**Run 1: sequential cells coloured by netlist name**

(4 px per micron) Other sequential cells in the stronger grey, the rest of the logic in the fainter grey.
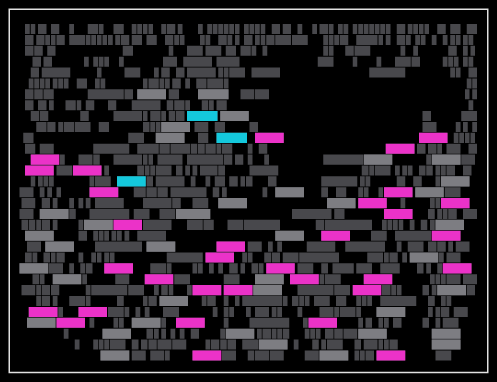
**Run 1: placement view**

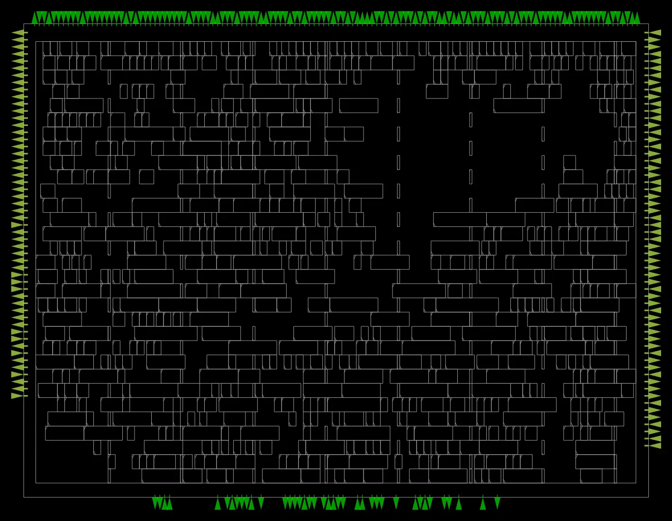
**Run 1: wiring by layer**

(3 px per micron) Only two layers are drawn.
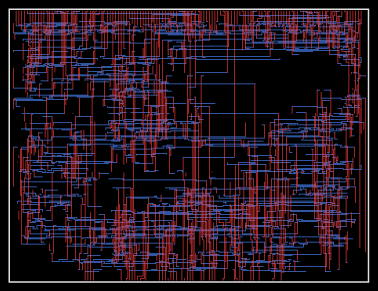
Design mem_arbiter, sky130hd; sources not shown.
==> run notes, run 1 <==
On the backend side, the flow ran end to end.

276 I/O pins were placed. The cell area power density stands at slightly below 900 nW/um^2. The first global-routing pass estimated 19900 microns of wire. After synthesis, flip-flops and latches occupy approximately two fifths of the total area. The tightest min-delay check is of the in2reg type. The maximum buffer depth of the clock tree stands at 2.

The starting utilization of the core area stands at 36.1%. For this design, Yosys synthesis ends with a cell count of 571. The commonest register cell is dfxtp_1. The iteration count recorded for the first detailed-route pass is 4. For this run, the number of Yosys warnings is 0. Registers are responsible for around two fifths of the overall power.

Yosys reports that the most numerous cell types are 171 x nand2_1, 169 x nor2_1, 77 x inv_1. STA puts the critical path data required time at 1.07 ns. Per the detail_route log, the uppermost layer with routed signals is met4. By area, the class that comes first in the final layout consists of multi-input combinational cells.

The global route total overflow stands at 0. The Yosys chip area stands at 3490 sq um. The pin closest to its max-slew limit shows a slew of 0.275 ns. The number of ordinary inverters in the final layout stands at roughly 80. The number of antenna violations at the first check in global routing was 0.

For the finished layout, the period the worst path requires is approximately 1.9 ns. Routing resource usage on met2 recorded by global route was 37.8%. On the critical path, the stage with the largest delay is an instance of dfxtp_4. Leaving out fill and tap cells, the most frequent cells in the layout are 140 x nand2_1, 80 x nor2_1, 72 x inv_1.

For met1 alone, demand over resource in global routing was 29.6%. Per the OpenROAD floorplan log, the height of the die is ~90 microns. Ranked by total cell area, the synthesized netlist is headed by dfxtp_1 42%, nand2_1 18%, nor2_1 18%. The count of mapped cells out of synthesis stands at 571. In this design, the largest share of critical-path delay is due to simple AND/OR/NAND/NOR gates.

The multi-input combinational cells in the finished layout cover a total of 2080 sq um. Headroom to the max-slew limit came out at between 80% and 90%. The endpoint arrival time on the critical path stands at 1.48 ns. The switching power of the nets stands at 1.35 mW. The overall power stands at 5.01 mW. In this run, synthesis produced a sequential element count of roughly 73.

Counting buffers and inverters, the worst setup path is 7 cells deep. The fraction of synthesis flops using an asynchronous set or reset pin stands at 0%. The global routing usage on met3 stands at 9.85%. In this run switching power makes up 27.0% of total power. After detailed routing, the met3 layer carries 1370 microns of wire.

For this design the static power due to leakage is 2.69 nW. Cells with a size suffix above 1 make up 33.2% of the layout. The number of logic gates stands at 390. Setup repair after global routing could not meet its margin everywhere. Of all cell types, the one taking the most synthesized area is dfxtp_1. The met2 layer wire length in the routed design stands at between 6000 and 7000 microns. In this run the mean area of a mapped cell was 6.11 sq um.

The number of global-route vias before repair stands at 3692. The number of standard cells in the layout, taps in and fillers out stands at ~790. The number of cell instances on the worst register-to-register path stands at 10. Per the timing report, the achievable frequency comes out to 526 MHz. After detailed routing, the number of vias per cell comes to around 4.8. The die covers 10800 sq um. The register-to-register setup slack stands at -0.24 ns. Combinational logic burns between 10% and 20% of the power.

The run finished, with violations left. The worst-case setup margin in the final layout stands at -0.401 ns. The worst hold path was traced through 3 stages. The top cell type in the final layout, fill and taps aside, is nand2_1.

Internal power comes to 3.66 mW. The report puts the hold buffer count at CTS at 34. The post-synth net total stands at 710. The final layout report lists a clock buffer count of 13. The number of vias in the routed layout stands at 3779. Of all the cell area in the finished design, the clock network holds 4.90%. Across all stage logs, warnings added up to 30. The cell-mix breakdown from Yosys lists the compound-gate area share as 5.74%.

Including well taps, the total number of placed cells is between 700 and 800. The timing report notes that buffer and inverter cells on the critical path total 2. The clock transition time at the flip-flop clock pins of the worst setup and hold paths stands at around 0.060 ns. The well-tap cell count stands at 132. The post-route clock period utilization stands at 127%. The area growth from synthesis to layout is 61.0%. The tightest hold margin stands at around 0.023 ns. Listed in order, past its start point the critical path passes nor2_4 -> buf_6 -> o21ai_4 -> nor2_4 -> buf_8 -> nand2_1 -> nand2_1. The area fraction in mux cells stands at 0%. The post-synthesis simple-gate area fraction stands at 38.4%.

The later-pin clock latency in the skew report stands at 0.33 ns. The number of distinct standard cells referenced by the synthesized netlist stands at 19. The checks that failed: setup timing. The dominant power group in this design is sequential cells. The setup violation total in the final timing report stands at approximately 130. The number of H-tree levels stands at 3. RePlAce ended its routability-driven mode at a weighted congestion of 0.830. Entering global routing, the biggest net connects 44 pins.

The most common cell in the synthesized netlist is nand2_1.
Back to the opening pictures, 'sequential cells coloured by netlist name':
Key: magenta = `d_rdata` [sequential cells 32]; cyan = `cnt` [sequential cells 3]
Another 38 sequential cells are not coloured.
area occupied by registers: 1470 sq um
P_seq: 2.09 mW
fraction of standard cell area that is sequential: 26.2%
Finished Core Util: 58.1%

Back to the opening pictures, 'placement view':
core area: 9660 sq um
total number of sequential cells: 73

Back to the opening pictures, 'wiring by layer':
Key: blue = metal 1 [wire length 5710 microns]; red = metal 2 [wire length 6220 microns]
post-detailed-route wirelength per cell: 17.0 microns
gr usage total: 23.7%
routed wire length: 13500 microns

**Run 1: cells coloured by class**

(2 px per micron)
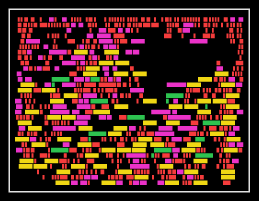

==> inputs of run 2 (changes only) <==
--- a/config.mk
+++ b/config.mk
@@ -11,8 +11,7 @@
 export CORE_UTILIZATION = 35
 export DETAILED_ROUTE_END_ITERATION = 7
 export DONT_BUFFER_PORTS = 1
-export PLACE_DENSITY = 0.54
-export SLEW_MARGIN = 20
+export PLACE_DENSITY = 0.51
 export SYNTH_ARGS = -nofsm -noshare
 export SYNTH_HDL_FRONTEND = slang
 export SYNTH_SLANG_ARGS = --single-unit
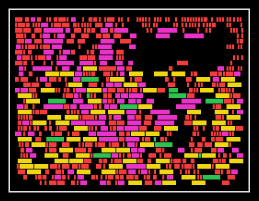
**Above:** run 2 (cells coloured by class).
(2 px per micron)
Key: red = combinational and other logic [cells 469, share of their area 46%]; magenta = other buffers and delay cells [cells 118, share of their area 26%]; green = clock drivers and dummy loads [cells 13, share of their area 4.1%]; yellow = flops [cells 73, share of their area 24%]
post-route design area: 6290 sq um
Std-Cell Rows: 31
Finished Core Util: 65.1%
fraction of standard cell area that is sequential: 23.4%

==> run notes, run 2 <==
On the backend side, the flow ran end to end.

The setup violation total in the final timing report is 139 (+5.3%). The plain and repair buffers instantiated in the layout total 118. The leakage power figure stands at 2.97 nW (+10%). The fraction of area in clock buffers and inverters stands at 4.00% (-0.90 points). The length of the first detailed-routing pass in iterations stands at 4 (unchanged).

The number of distinct standard cells referenced by the synthesized netlist stands at 19 (unchanged). The global routing usage on met3 came to 9.85% (unchanged). The number of buffer and inverter instances along the worst setup path stands at 3 (+1). The fraction of power spent switching nets stands at 28.0% (+1.0 points). The required time of the worst setup path was 1.07 ns (about the same).

The global routing usage on met1 stands at 32.8% (+3.2 points). The internal power was 3.72 mW (+1.7%). Per the area breakdown, the dominant cell category is multi-input combinational cells. The met2 routing resource usage after global routing stands at 39.0% (+1.2 points).

The number of cell instances on the worst register-to-register path stands at 12 (+2). Setup repair after global routing could not meet its margin everywhere. For this run, the leading register cell type out of synthesis is dfxtp_1. The final reports fail on hold timing, setup timing. The report lists the cells along the critical path as nor2_4 -> nand2_4 -> buf_12 -> buf_12 -> buf_16 -> nor2_4. The starting utilization of the core area stands at 36.1% (unchanged).

The count of mapped cells out of synthesis stands at 571 (unchanged). The post-synth net total stands at 710 (unchanged). The instance count after placement with tap cells included was 716 (+0.85%). By instance count after routing, the leading logic cell types are 107 x nand2_1, 87 x nor2_1, 71 x inv_1. The detailed route wirelength on metal3 stands at 1360 microns (-0.73%). The tightest hold margin stands at -0.0315 ns (-0.0546 ns).

In the post-synthesis netlist, the biggest area contributors are dfxtp_1 42%, nand2_1 18%, nor2_1 18%. The number of clock buffers in the layout was 12 (-1). The Yosys chip area is 3490 sq um (unchanged). The sequential fraction of design power stands at 40.5% (-1.1 points).

The endpoint arrival time on the critical path stands at 1.47 ns (about the same). Per the STA report, the cell with the highest stage delay on the worst path is dfxtp_4. In the power breakdown, the biggest contributor is sequential cells.

For reference, the final report shows the hold violation count at 1. The number of vias in the routed layout stands at 3922 (+3.8%). The run finished, with violations left. The area fraction in mux cells stands at 0% (unchanged). The total wire length stands at 14500 microns (+7.8%). nand2_1 is the most common cell in the netlist. The post-synthesis simple-gate area fraction stands at 38.4% (unchanged).

The top cell type in the final layout, fill and taps aside, is nand2_1. The and-or/or-and share of the synthesized area is 5.74% (unchanged). The worst-case setup margin in the final layout was -0.393 ns (+0.00802 ns).

The fraction of final layout cells sized beyond drive strength 1 was 42.6% (+9.4 points). The wire length of the first global-routing pass was 21000 microns (+5.5%). The pin count of the biggest net entering global routing came to 41 (-6.8%).

The remaining max-slew budget at the tightest pin stands at 71.1% (-10 points). The global route total overflow is 0 (unchanged). On the critical path the largest part of the delay comes from buffers and inverters. The chip area stands at 10800 sq um (unchanged). The maximum buffer depth of the clock tree is 2 (unchanged). The post-route clock period utilization stands at 126% (-0.53 points).

The number of cells in the yosys synthesis report stands at 571 (unchanged). The number of warning messages in the logs came to 31 (+3.3%). The overall power came to 5.17 mW (+3.2%).

The later-pin clock latency in the skew report stands at 0.33 ns (about the same). The number of logic gates stands at 390 (unchanged). The footprint of the flip-flops and latches stands at 1470 sq um (unchanged). The die outline height stands at 90.4 microns (unchanged).

The top-level I/O count came to 276 (unchanged). The routed wire length per instance stands at 18.0 microns (+6.3%). The register bit count reported by yosys came to 73 (unchanged). The most critical min-delay path falls under in2reg. The multi-input combinational cell area stands at 2470 sq um (+19%). The cell count along the critical path stands at 6 (-1). After detailed routing, no signal wire sits above met4. The register-to-register setup slack stands at -0.33 ns (-0.09 ns). The number of flip-flops and latches came to 73 (unchanged).

The number of warning messages in the yosys log is 0 (unchanged). The portion of the post-synthesis area used by sequential elements stands at 41.9% (unchanged). The power share of the combinational group stands at 23.0% (+4.3 points). The global router's overall resource usage stands at 25.3% (+1.6 points). The switching power of the nets came to 1.45 mW (+7.0%). By count the netlist is led by 171 x nand2_1, 169 x nor2_1, 77 x inv_1.

The final weighted congestion in routability-driven placement came to 0.828 (-0.22%). The time the final worst path needs with I/O delays and setup came to 1.89 ns (-0.00802 ns). The met2 layer wire length in the routed design came to 6930 microns (+11%).

The cell area power density stands at 822 nW/um^2 (-7.8%).
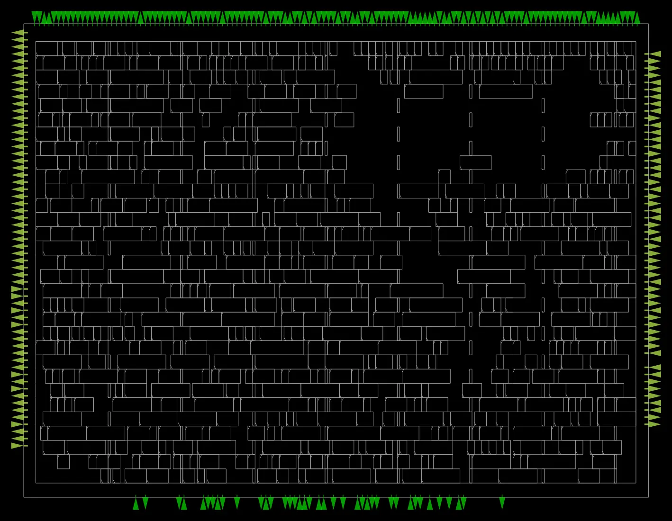
**Above:** run 2 (placement view).
Layout fillers: 816
number of tap instances: 132
fin cells: 805

Power figures rest on the tool's default switching activity, not on a simulated workload.
